==> config.mk <==
export PLATFORM = sky130hd
export DESIGN_NAME = float_mult_arbiter_flat
export DESIGN_NICKNAME = d
export VERILOG_FILES = /design/src/rtl/float_mult_arbiter_pkg.sv /design/src/rtl/float_mult_arbiter_if.sv /design/src/rtl/float_mult_arbiter_rr_picker.sv /design/src/rtl/float_mult_arbiter.sv /design/src/flat_wrapper.sv
export SDC_FILE = /design/constraint.sdc
export NUM_CORES = 1
export LEC_CHECK = 0
export CAP_MARGIN = 0
export CORE_ASPECT_RATIO = 0.7
export CORE_MARGIN = 2
export CORE_UTILIZATION = 42
export CTS_BUF_LIST = sky130_fd_sc_hd__clkbuf_8
export CTS_CLUSTER_DIAMETER = 60
export DETAILED_ROUTE_END_ITERATION = 6
export PLACE_DENSITY_LB_ADDON = 0.05
export SKIP_LAST_GASP = 1
export SYNTH_ARGS = -nofsm -noshare
export SYNTH_HDL_FRONTEND = slang
export SYNTH_HIERARCHICAL = 1
export SYNTH_SLANG_ARGS = --single-unit
==> constraint.sdc <==
create_clock -name in_clk -period 3.7 [get_ports in_clk]
set_input_delay 0.555 -clock in_clk [delete_from_list [all_inputs] [get_ports in_clk]]
set_output_delay 0.555 -clock in_clk [all_outputs]
set_load 0.01 [all_outputs]
### A small window of the routed layout

Region (32, 31) to (82, 81) um. Cells in gray, sequential cells in the stronger gray; small squares are vias.
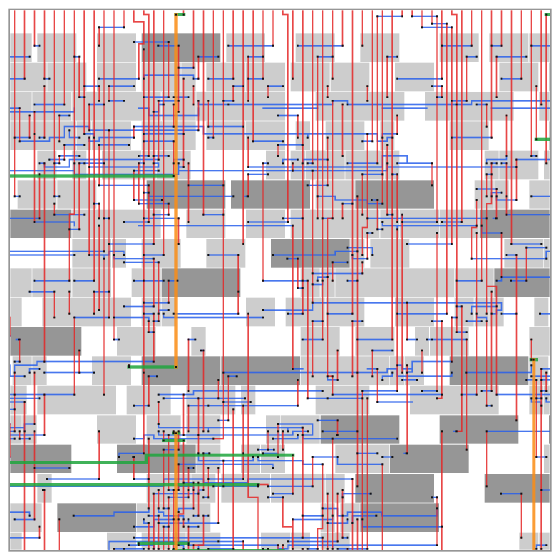
- M3: green
- M2: red
- M4: orange
- M1: blue
- sequential cells in the window: 22
- most frequent: clkdlybuf4s50_1 (56), nand2_1 (28), dfxtp_1 (22)
- cells with their middle in the window: 166

### Supply network

Scale: 4 px per um. Pins as bars on the die edge.
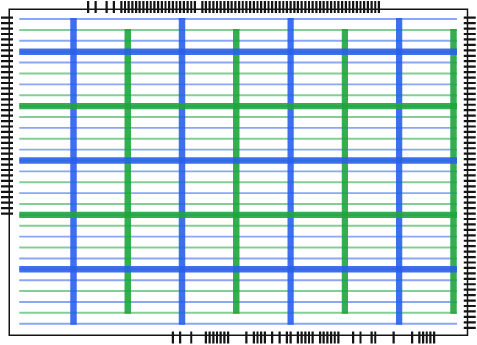
- VSS: blue
- VDD: green
- met4 straps: 8
- rows: 28
- met5 straps: 5
- signal pins: 210
Chip Height: 81.1 um
Chip Width: 114 um
Peak supply drop: 0.204 mV
Placeable Area: 8340 um2

### Sizing map

Scale: 2 px per um.
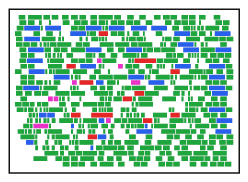
- x6 and larger: red (cells 12; most used clkbuf_8)
- x1 and smaller: green (cells 507; most used clkdlybuf4s50_1)
- x2: blue (cells 41; most used mux4_2)
- x3 and x4: magenta (cells 8; most used buf_4)
final instance area: 5880 um2
worst setup margin: 1.11 ns
number of non-clock buffers: 215

### Wiring heat map

Scale: 3 px per um. The die is cut into 23 by 16 equal tiles; dark purple is low, yellow is high, scaled to the fullest tile. Values are wire area over tile area, all layers added.
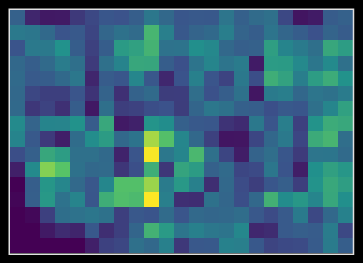
- nearly empty tiles: 2.7%
- emptiest ninth of the die: bottom left
- tiles over half the peak: 16%
- mean over tiles: 0.20
- fullest tile: 0.57
drt total wl: 11.2 mm
wire length per cell: 16.6 um
Overall Global Routing Usage: 0.227
vias: 3599

==> results.txt <==
impl run done, here's what came out: Rel. slew slack 0.541, Final Hold Fails 0, static leakage between 2 and 2.5 nW, Synth cell types ~50, DR vias/cell between 5 and 6, largest net degree at the start of global routing 28, number of enable flip-flop cells 0, achievable frequency 386 MHz, R2R Setup Slk between 1 and 1.5 ns, Late-Pin Clk Latency 0.34 ns, critical path's top delay family buffers and inverters, Synthesized registers 68, Slew @ Worst Pin between 0.6 and 0.7 ns, top_reg_cell synth dfxtp_1, vias in the first global route 3334, crit path DAT between 2 and 3 ns, Hold Path Stages 2, initial antenna violation count 0, RSZ-0062 raised after global routing no, Post-CTS Setup Inserts 0, period utilization 0.699, die area ~9300 um2, yosys stat chip area about 3600 um2, Avg Inst Size Synth approximately 9.6 um2, synthesized cell area about 3600 um2, Cell Rows 28, hold_ws about 0.46 ns, initial core utilization 0.428, OpenROAD warning count 27, setup violators final 0, Max Root-Sink Buffers 2, Syn Nets 525, Fill cells ~650, 1st-iter DRT viols 224, crit path kind primary input to flop, CP endpoint kind flop, TNS Setup 0 ns, clk slew on worst S/H paths 0.07 ns, Final #Nets 718, post-route ant nets 0, CTS resizes 0, routability cong. ~0.8, Syn Inst Count roughly 370, detailed-route DRC error count 0, Ant. Diodes 0, H-tree depth 3, CP Launch Type primary input, port bufs ~210, TritonCTS Buffers 9, Clock Skew 0.00744 ns, max-cap violation count 0, worst-path fanout max 22, CTS sink cnt a little under 70, Post-CTS Hold Buffers 0, yosys warns 6, Worst path max stage delay around 0.55 ns, first-pass GRT wire length approximately 16 mm, CTS tree built, Max Slew Vio Count 0, I/O Pins approximately 210, crit path max-delay cell type clkdlybuf4s50_1, status complete, no violations, worst path bufs/invs 2, Area growth, synth to finish 64.6%, Post-synth ARST share 0, drt pass-1 iters 4, minimum clock period around 2.6 ns, cell mode on critical path a21oi_1, PnR Total Power between 2 and 2.5 mW, register share after synthesis 0.381, worst-path cell chain clkdlybuf4s50_1 -> a21oi_1 -> o21ai_1 -> o2bb2a_2 -> buf_4 -> mux4_2 -> nand2_1 -> a21oi_1
==> Yosys cell counts (3+ instances only) <==
library cell / instances / area, um2
nor3_1: 3 / 15.0
o21ai_0: 4 / 20.0
buf_2: 11 / 55.1
nand3_1: 7 / 35.0
a21oi_1: 45 / 225
nand2_1: 84 / 315
inv_1: 7 / 26.3
and3_1: 8 / 50.1
ha_1: 3 / 37.5
a22o_1: 18 / 158
dfxtp_1: 68 / 1360
mux4_2: 32 / 721
buf_6: 4 / 45.0
a31oi_1: 3 / 18.8
clkbuf_1: 11 / 41.3
and2_1: 3 / 18.8
buf_4: 6 / 45.0
nor2_1: 15 / 56.3
==> kinds of logic after synthesis <==
family | Yosys count | synth area share
AND/OR/NAND/NOR | 136 | 0.174
adder cells (fa/ha/maj) | 3 | 0.0105
buffers and inverters | 40 | 0.0606
AND-OR/OR-AND | 89 | 0.163
multiplexers | 35 | 0.211
flip-flops | 68 | 0.381
==> per-stage QoR <==
| step | worst slack, ns | cells | util |
|---|---|---|---|
| 2_1_floorplan | 1.41 | 371 | - |
| 3_3_place_gp | 0.839 | 658 | 0.680 |
| 3_5_place_dp | 0.780 | 658 | 0.680 |
| 4_1_cts | 1.16 | 673 | 0.705 |
| 5_1_grt | 1.00 | 673 | 0.705 |
| 6_report | 1.11 | 673 | 0.705 |
==> worst register-to-register path: stages, from the launching register on <==
cell,delay [ns]
dfxtp_1,0.55
mux2i_1,0.23
o22ai_1,0.13
a31oi_4,0.17
buf_4,0.38
mux4_2,0.57
nand2_1,0.09
a21oi_1,0.06
==> per-layer routing <==
| layer | up-vias | GRT usage | part of all wire |
|---|---|---|---|
| met4 | 0 | 0.0646 | 0.012 |
| met3 | 16 | 0.0649 | 0.077 |
| met2 | 149 | 0.384 | 0.48 |
| li1 | 1737 | - | - |
| met5 | - | 0 | 0 |
| met1 | 1697 | 0.287 | 0.43 |
==> cells in the final DEF (no fill, tap or decap), drive strengths merged, types with 8 or more instances in the layout <==
cell type	count
clkdlybuf4s50	208
nand2	84
dfxtp	68
a21oi	46
mux4	32
a22o	18
nor2	15
clkbuf	9
inv	8
and3	8
==> power breakdown <==
| group | internal [mW] | total, mW | switching [mW] | leakage [nW] |
|---|---|---|---|---|
| combinational | 0.333 | 0.546 | 0.213 | 1.53 |
| clock | 0.371 | 0.646 | 0.275 | 0.106 |
| sequential | 0.781 | 0.813 | 0.0316 | 0.555 |
==> final cells by class <==
| type | instances | area (um2) | share of cell area |
|---|---|---|---|
| clock inverter | 6 | 81.3 | 0.0138 |
| inverter | 7 | 26.3 | 0.00447 |
| multi-input combinational | 263 | 2010 | 0.342 |
| timing repair buffer | 215 | 2140 | 0.365 |
| sequential | 68 | 1360 | 0.232 |
| clock buffer | 9 | 124 | 0.0211 |
| tap | 105 | 131 | 0.0223 |
Power figures rest on the tool's default switching activity, not on a simulated workload.
